Fig. 1: run 1, metal 3
(4 px per um)
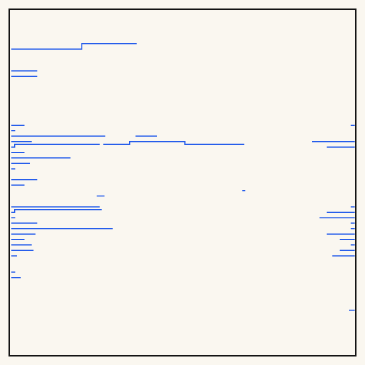
Fig. 2: run 1, where the registers sit
(6 px per um)
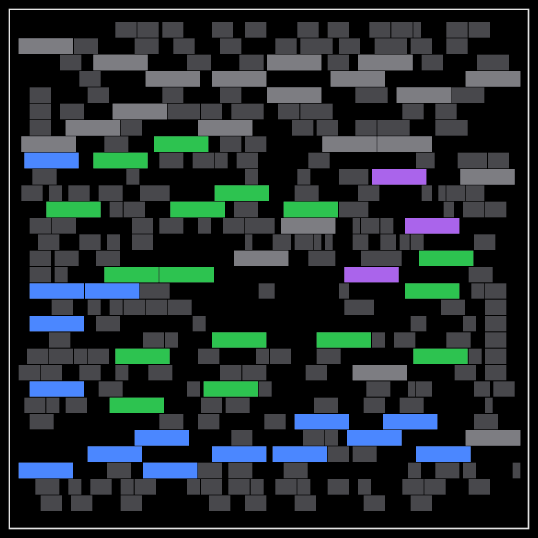
Fig. 3: run 1, placed cells, one color a class
(3 px per um)
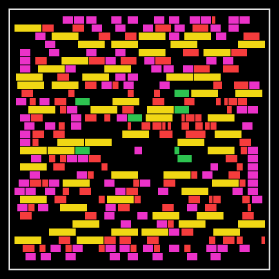
===== src/rtl/lc3b_mem_ctrl_if.sv =====
// lc3b_mem_ctrl_if: core-side request bus and SRAM-side bus of the lc3b memory stage.
//   slave modport  : memory controller (takes mem_* requests, drives sram_* strobes)
//   master modport : requester and SRAM side (drives mem_* requests and sram_rdata)
//   mem_read/mem_write level requests, mem_address byte address, mem_wdata, mem_byte_enable
//   mem_rdata/mem_resp/mem_err completion, sram_en/we/addr/wdata/be access, sram_rdata read data
interface lc3b_mem_ctrl_if #(parameter int ADDR_W = 16);
  logic              mem_read;
  logic              mem_write;
  logic [ADDR_W-1:0] mem_address;
  logic [15:0]       mem_wdata;
  logic [1:0]        mem_byte_enable;
  logic [15:0]       mem_rdata;
  logic              mem_resp;
  logic              mem_err;
  logic              sram_en;
  logic              sram_we;
  logic [ADDR_W-2:0] sram_addr;
  logic [15:0]       sram_wdata;
  logic [1:0]        sram_be;
  logic [15:0]       sram_rdata;
  modport slave (
    input  mem_read, mem_write, mem_address, mem_wdata, mem_byte_enable, sram_rdata,
    output mem_rdata, mem_resp, mem_err, sram_en, sram_we, sram_addr, sram_wdata, sram_be
  );
  modport master (
    output mem_read, mem_write, mem_address, mem_wdata, mem_byte_enable, sram_rdata,
    input  mem_rdata, mem_resp, mem_err, sram_en, sram_we, sram_addr, sram_wdata, sram_be
  );
endinterface


===== src/rtl/lc3b_mem_ctrl.sv =====
// lc3b_mem_ctrl: memory stage serving held mem_read/mem_write requests against a wait-stated sync SRAM.
//   clk  rising-edge clock
//   rst  asynchronous active-high reset
//   bus  lc3b_mem_ctrl_if.slave: mem_* request/response side and sram_* access side
//   WAIT_CYCLES stall cycles before the SRAM access (0 skips WAIT), ADDR_W byte-address width
//   Optional macro MEM_CTRL_ERR_EN: simultaneous read and write answers with mem_err and no SRAM access;
//   when undefined mem_err is tied 0 and read+write is treated as a write.
module lc3b_mem_ctrl #(
  parameter int WAIT_CYCLES = 2,
  parameter int ADDR_W      = 16
) (
  input logic              clk,
  input logic              rst,
  lc3b_mem_ctrl_if.slave   bus
);
  localparam int CW = (WAIT_CYCLES > 1) ? $clog2(WAIT_CYCLES + 1) : 1;
  typedef enum logic [2:0] {IDLE, WAIT, ACCESS, RESP, RECOVER} state_t;
  state_t            r_state, w_next;
  logic [CW-1:0]     r_cnt;
  logic [ADDR_W-2:0] r_addr;
  logic [15:0]       r_wdata, r_rdata;
  logic [1:0]        r_be;
  logic              r_we, r_err;
  logic              w_req, w_err, w_acc, w_resp, w_rd_resp;
  assign w_req = bus.mem_read | bus.mem_write;
`ifdef MEM_CTRL_ERR_EN
  assign w_err = bus.mem_read & bus.mem_write;
`else
  assign w_err = 1'b0;
`endif
  always_comb begin
    w_next = r_state;
    case (r_state)
      IDLE:    if (w_req) w_next = w_err ? RESP : (WAIT_CYCLES == 0) ? ACCESS : WAIT;
      WAIT:    if (r_cnt == CW'(1)) w_next = ACCESS;
      ACCESS:  w_next = RESP;
      RESP:    w_next = RECOVER;
      default: w_next = IDLE;
    endcase
  end
  always_ff @(posedge clk or posedge rst) begin
    if (rst) begin
      r_state <= IDLE;
      r_cnt   <= '0;
      r_addr  <= '0;
      r_wdata <= '0;
      r_be    <= '0;
      r_we    <= 1'b0;
      r_err   <= 1'b0;
      r_rdata <= '0;
    end else begin
      r_state <= w_next;
      if (r_state == IDLE && w_req) begin
        r_addr  <= bus.mem_address[ADDR_W-1:1];
        r_wdata <= bus.mem_wdata;
        r_be    <= bus.mem_byte_enable;
        r_we    <= bus.mem_write;
        r_err   <= w_err;
        r_cnt   <= CW'(WAIT_CYCLES);
      end else if (r_state == WAIT) begin
        r_cnt <= r_cnt - 1'b1;
      end
      if (w_rd_resp) r_rdata <= bus.sram_rdata;
    end
  end
  assign w_acc     = r_state == ACCESS;
  assign w_resp    = r_state == RESP;
  // only a genuine read response forwards SRAM data; writes and errors show the held value
  assign w_rd_resp = w_resp & ~r_we & ~r_err;
  assign bus.sram_en    = w_acc;
  assign bus.sram_we    = w_acc & r_we;
  assign bus.sram_addr  = w_acc ? r_addr : '0;
  assign bus.sram_wdata = (w_acc & r_we) ? r_wdata : '0;
  assign bus.sram_be    = ~w_acc ? 2'b00 : r_we ? r_be : 2'b11;
  assign bus.mem_resp   = w_resp;
  assign bus.mem_err    = w_resp & r_err;
  assign bus.mem_rdata  = w_rd_resp ? bus.sram_rdata : r_rdata;
endmodule


===== src/flat_wrapper.sv =====
// flat-port wrapper written by rule: the top's interface ports become plain ports
module lc3b_mem_ctrl_flat 
#(
  parameter int WAIT_CYCLES = 2,
  parameter int ADDR_W      = 16
)
  (clk, rst, bus_mem_read, bus_mem_write, bus_mem_address, bus_mem_wdata, bus_mem_byte_enable, bus_sram_rdata, bus_mem_rdata, bus_mem_resp, bus_mem_err, bus_sram_en, bus_sram_we, bus_sram_addr, bus_sram_wdata, bus_sram_be);
  lc3b_mem_ctrl_if #(.ADDR_W(ADDR_W)) bus_i ();
  input logic clk;
  input logic rst;
  input wire logic [$bits(bus_i.mem_read)-1:0] bus_mem_read;
  input wire logic [$bits(bus_i.mem_write)-1:0] bus_mem_write;
  input wire logic [$bits(bus_i.mem_address)-1:0] bus_mem_address;
  input wire logic [$bits(bus_i.mem_wdata)-1:0] bus_mem_wdata;
  input wire logic [$bits(bus_i.mem_byte_enable)-1:0] bus_mem_byte_enable;
  input wire logic [$bits(bus_i.sram_rdata)-1:0] bus_sram_rdata;
  output wire logic [$bits(bus_i.mem_rdata)-1:0] bus_mem_rdata;
  output wire logic [$bits(bus_i.mem_resp)-1:0] bus_mem_resp;
  output wire logic [$bits(bus_i.mem_err)-1:0] bus_mem_err;
  output wire logic [$bits(bus_i.sram_en)-1:0] bus_sram_en;
  output wire logic [$bits(bus_i.sram_we)-1:0] bus_sram_we;
  output wire logic [$bits(bus_i.sram_addr)-1:0] bus_sram_addr;
  output wire logic [$bits(bus_i.sram_wdata)-1:0] bus_sram_wdata;
  output wire logic [$bits(bus_i.sram_be)-1:0] bus_sram_be;
  assign bus_i.mem_read = bus_mem_read;
  assign bus_i.mem_write = bus_mem_write;
  assign bus_i.mem_address = bus_mem_address;
  assign bus_i.mem_wdata = bus_mem_wdata;
  assign bus_i.mem_byte_enable = bus_mem_byte_enable;
  assign bus_i.sram_rdata = bus_sram_rdata;
  assign bus_mem_rdata = bus_i.mem_rdata;
  assign bus_mem_resp = bus_i.mem_resp;
  assign bus_mem_err = bus_i.mem_err;
  assign bus_sram_en = bus_i.sram_en;
  assign bus_sram_we = bus_i.sram_we;
  assign bus_sram_addr = bus_i.sram_addr;
  assign bus_sram_wdata = bus_i.sram_wdata;
  assign bus_sram_be = bus_i.sram_be;
  lc3b_mem_ctrl #(.WAIT_CYCLES(WAIT_CYCLES), .ADDR_W(ADDR_W)) u_core (.clk(clk), .rst(rst), .bus(bus_i));
endmodule

===== config.mk =====
export PLATFORM = sky130hd
export DESIGN_NAME = lc3b_mem_ctrl_flat
export DESIGN_NICKNAME = d
export VERILOG_FILES = /design/src/rtl/lc3b_mem_ctrl_if.sv /design/src/rtl/lc3b_mem_ctrl.sv /design/src/flat_wrapper.sv
export SDC_FILE = /design/constraint.sdc
export NUM_CORES = 1
export LEC_CHECK = 0
export CAP_MARGIN = 20
export CORE_UTILIZATION = 35
export CTS_CLUSTER_DIAMETER = 120
export DETAILED_ROUTE_END_ITERATION = 8
export MAX_ROUTING_LAYER = met4
export PLACE_DENSITY_LB_ADDON = 0.05
export REMOVE_ABC_BUFFERS = 1
export SLEW_MARGIN = 20
export SYNTH_ARGS = -nofsm -noshare
export SYNTH_HDL_FRONTEND = slang
export SYNTH_SLANG_ARGS = --single-unit

===== constraint.sdc =====
create_clock -name clk -period 4.35 [get_ports clk]
set_input_delay 0.6525 -clock clk [delete_from_list [all_inputs] [get_ports clk]]
set_output_delay 0.6525 -clock clk [all_outputs]
set_load 0.02 [all_outputs]

==> README.md, run 1 <==
| Group | Item | Reported |
|---|---|---|
| run status | Status | complete, no violations |
| layout | Non-clock buffer share | 29.1% |
| power and ir drop | Comb pwr share | 45.0% |
| sta | Setup slack of the critical path after layout | 1.17 ns |
| layout | Clock tree cell share of total cell area | 2.41% |
| grt | Global-route wire length before repair | 8680 um |
| hold path | Min-Delay Path Depth | 1 |
| setup path | Worst reg-to-reg setup slack | 2.24 ns |
| grt | Overall global routing resource usage | 15.5% |
| flow run | Maximum Capacitance Violations | 0 |
| setup path | Count of cells along the worst register-to-register path | 3 |
| sta | Slew of the pin with the lowest slew margin | 0.860 ns |
| layout | Nonclk inv count | 4 |
| power and ir drop | Clock group | 0.000285 W |
| logic synthesis | Part of the Yosys area used for sequential elements | 55.4% |
| die | Well-Tap Cells | 96 |
| logic synthesis | Cell variety after synth | 30 |
| logic synthesis | Commonest flop | sky130_fd_sc_hd__dfrtp_1 |
| logic synthesis | Simple-gate area share of the yosys netlist | 12.0% |
| power and ir drop | Fraction of power spent switching nets | 32.4% |
| logic synthesis | Number of warning messages in the yosys log | 0 |
| grt | Maximum number of pins on one net before global-route repair | 36 |
| setup path | Critical path start-end classification | flop to primary output |
| setup path | Critical path, cell by cell | and3b_1, nor2b_4, mux2_2, clkdlybuf4s50_1 |
| drt | Number of design-rule violations left by the first detailed-router iteration | 70 |
| grt | Routing usage on met1 | 20.6% |
| drt | Detailed-route wire length | 5260 um |
| die | Height of the die | 86.3 um |
| die | Area of the die | 7440 sq um |
| clock tree | Clock edge transition at the registers on the reported setup and hold paths | 0.09 ns |
| clock tree | # clock sinks | 55 |
| setup path | Cell with the biggest individual delay on the critical path | sky130_fd_sc_hd__clkdlybuf4s50_1 |
| power and ir drop | Power density normalized to cell area | 596 nW/um^2 |
| power and ir drop | Power of the combinational group | 0.000975 W |
About Fig. 1:
wire length on this layer: 329 um
longest straight run: 25.1 um
share of all routed wire: 6.3%

About Fig. 2:
[u_core.r_addr] blue | placed flops: 15
[u_core.r_wdata] green | placed flops: 16
[u_core.r_state] purple | placed flops: 3
Seq area share: 37.9%
Reg area: 1380 sq um
post-route core utilization: 53.1%

About Fig. 3:
[registers] yellow | cells: 55 | share of their area: 39%
[remaining buffers and delay cells] magenta | cells: 106 | share of their area: 30%
[clock drivers and dummy loads] green | cells: 7 | share of their area: 2.5%
[remaining logic cells] red | cells: 109 | share of their area: 28%

[run 1: kinds of logic after synthesis]
logic type	Yosys count
adder cells (fa/ha/maj)	1
multiplexers	49
flip-flops	55
AND-OR/OR-AND	7
XOR/XNOR	1
buffers and inverters	16
other	1
AND/OR/NAND/NOR	46
[run 1: how the worst max path moves through the flow]
stage	to	slack, ns	depth (start not counted)
after CTS	bus_mem_rdata[4]	1.14	4
final	bus_mem_rdata[1]	1.17	4
after detailed placement	bus_mem_rdata[1]	1.48	4
after global placement	bus_mem_rdata[4]	1.48	4
after global routing	bus_mem_rdata[4]	1.01	4
after floorplan	bus_sram_be[0]	1.71	2
Fig. 4: run 1, routed metal, one color a layer
(4 px per um) Two of the layers only.
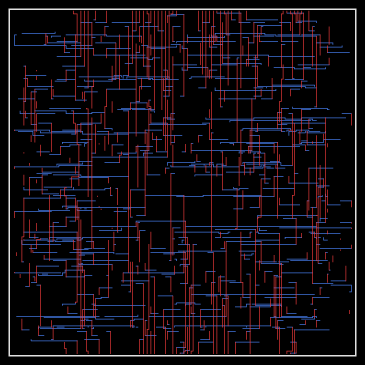

==> run 1 -> run 2 <==
==> constraint.sdc (replaced) <==
create_clock -name clk -period 3.3 [get_ports clk]
set_input_delay 0.495 -clock clk [delete_from_list [all_inputs] [get_ports clk]]
set_output_delay 0.495 -clock clk [all_outputs]
set_load 0.02 [all_outputs]
Fig. 5: run 2, routed metal, one color a layer
(4 px per um) Two of the layers only.
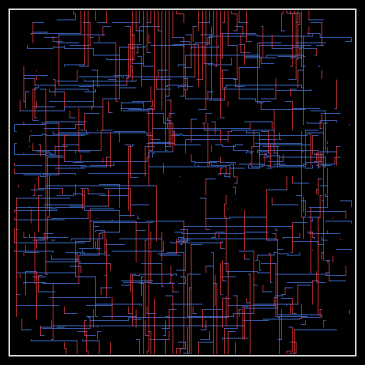
[M1] blue | wire length: 2500 um
[M2] red | wire length: 2360 um
total via count in the routed design: 1671
per-cell routed wire length: 13.8 um
detailed-route wire length: 5200 um

Fig. 6: run 2, where the registers sit
(6 px per um)
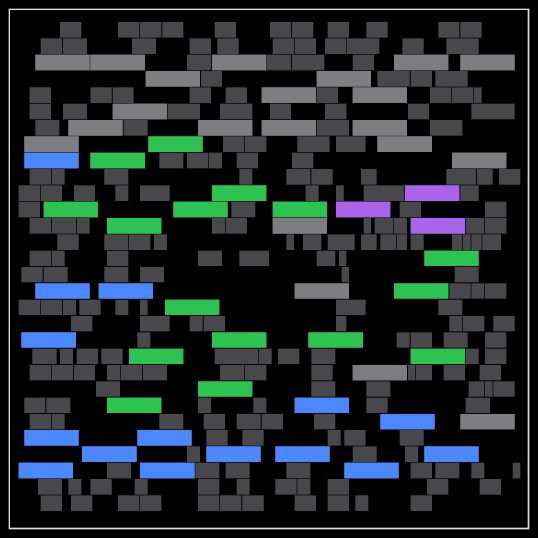
[u_core.r_wdata] green | placed flops: 16
[u_core.r_addr] blue | placed flops: 15
[u_core.r_state] purple | placed flops: 3

Fig. 7: run 2, metal 3
(4 px per um)
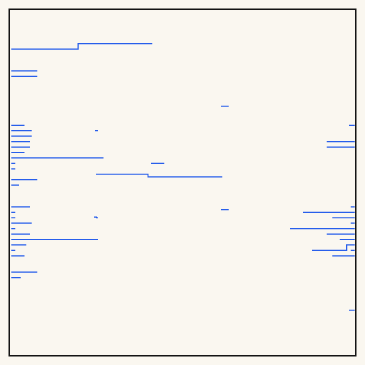
nets with wire on the layer: 41
longest straight run: 22.8 um
wire length on this layer: 275 um
share of all routed wire: 5.3%
main direction: horizontal
met3 demand-to-capacity share in global routing: 3.43%

==> run 2 against run 1 <==
  * First-iteration DRC count shrank 40%
  * Count of clock-buffer cells in the layout grew 1
  * Synthesized area is the same
  * Final cell count grew 0.80%
  * Clock skew shrank 0.0027 ns
  * Sequential power grew 28%
  * Core utilization grew 0.49 points
  * Global-route usage shrank 0.23 points
  * Register-to-register slack lost 0.92 ns
  * Clock power grew 26%
  * Largest cell class unchanged
==> README.md, run 2 <==
| Group | Item | Reported | Delta |
|---|---|---|---|
| power and ir drop | Int Power | 0.00194 W |  |
| layout | Reg area | 1380 sq um | unchanged |
| grt | Routing usage on met1 | 20.5% | -0.036 points |
| setup path | Cell with the biggest individual delay on the critical path | sky130_fd_sc_hd__clkdlybuf4s50_1 |  |
| setup path | Critical path start-end classification | flop to primary output |  |
| run status | Status | complete, no violations |  |
| grt | Antenna violations before repair | 0 |  |
| layout | Post-route core utilization | 53.6% | +0.49 points |
| layout | Most frequent standard cell in the layout excluding fill and tap cells | sky130_fd_sc_hd__clkdlybuf4s50_1 |  |
| die | DIE WIDTH | 86.3 um |  |
| sta | Setup slack of the critical path after layout | 0.275 ns | -0.891 ns |
| clock tree | Clock edge transition at the registers on the reported setup and hold paths | 0.09 ns | about the same |
| setup path | Worst reg-to-reg setup slack | 1.32 ns | -0.92 ns |
| power and ir drop | Fraction of power spent switching nets | 32.5% | +0.094 points |
| hold path | Min-Delay Path Depth | 1 | unchanged |
| drt | Detailed-routed wire length on met3 | 274 um |  |
| power and ir drop | Power dissipated in sequential cells | 0.00116 W |  |
| logic synthesis | Cell type with the largest total area after synthesis | sky130_fd_sc_hd__dfrtp_1 |  |
| place | Final HPWL from detailed placement | 3400 um |  |
| setup path | Reg-to-reg endpoint | u_core.r_wdata[4]$_DFFE_PP0P_ |  |
| sta | Number of failing hold endpoints at the final stage | 0 |  |
| power and ir drop | Comb pwr share | 47.1% | +2.1 points |
| power and ir drop | Power of the combinational group | 0.00135 W | +38% |
| setup path | Count of cells along the worst register-to-register path | 4 | +1 |
| setup path | Critical Path Sink | bus_mem_rdata[4] |  |
| logic synthesis | Async set-reset flop share out of synthesis | 100% |  |
| flow run | Maximum Capacitance Violations | 0 | unchanged |
| logic synthesis | Cell variety after synth | 30 | unchanged |
| grt | Maximum number of pins on one net before global-route repair | 56 | +56% |
| setup path | Data required, critical path | 2.80 ns |  |
| grt | Global-route wire length before repair | 8430 um | -2.9% |
| power and ir drop | Clock group | 0.000360 W | +26% |
| setup path | Stages on worst setup path | 4 | unchanged |
| power and ir drop | Power density normalized to cell area | 786 nW/um^2 | +32% |
| grt | Top Usage Layer GRT | met2 |  |
| clock tree | # clock sinks | 55 | unchanged |
| logic synthesis | Commonest flop | sky130_fd_sc_hd__dfrtp_1 |  |
| setup path | Critical path, cell by cell | and3b_1, nor2b_4, mux2_2, clkdlybuf4s50_1 |  |
| setup path | Setup crit start | u_core.r_state[0]$_DFFE_PP0P_ |  |
| grt | Overall global routing resource usage | 15.2% | -0.23 points |
| logic synthesis | Number of cells in Yosys stat | 176 |  |
| logic synthesis | Chip area from the yosys synthesis statistics | 2490 sq um |  |
| drt | Number of design-rule violations left by the first detailed-router iteration | 42 | -40% |
| logic synthesis | Number of warning messages in the yosys log | 0 | unchanged |
| logic synthesis | Part of the Yosys area used for sequential elements | 55.4% | unchanged |
| die | Height of the die | 86.3 um | unchanged |
| die | Area of the die | 7440 sq um | unchanged |
| sta | Slew of the pin with the lowest slew margin | 0.599 ns | -0.262 ns |
run 2: cell type report:
| class | count | share of cell area [%] |
|---|---|---|
| well taps | 96 | 3.28 |
| repair buffers | 108 | 29.9 |
| clock buffers | 7 | 2.08 |
| multi-input cells | 105 | 26.6 |
| clock inverters | 1 | 0.137 |
| inverters | 4 | 0.410 |
| flip-flops and latches | 55 | 37.6 |
run 2: logic make-up (layout without fill, tap and decap cells):
group / count (synthesis) / after routing / synth area share, %
compound gates: 7 / 7 / 2.16
xor+xnor: 1 / 1 / 0.352
fa+ha+maj: 1 / 1 / 0.503
buf+inv: 16 / 120 / 5.79
flops: 55 / 55 / 55.4
mux: 49 / 49 / 23.7
other cells: 1 / 1 / 0.151
simple gates: 46 / 46 / 12.0
Power is estimated from default activity; no workload was simulated.
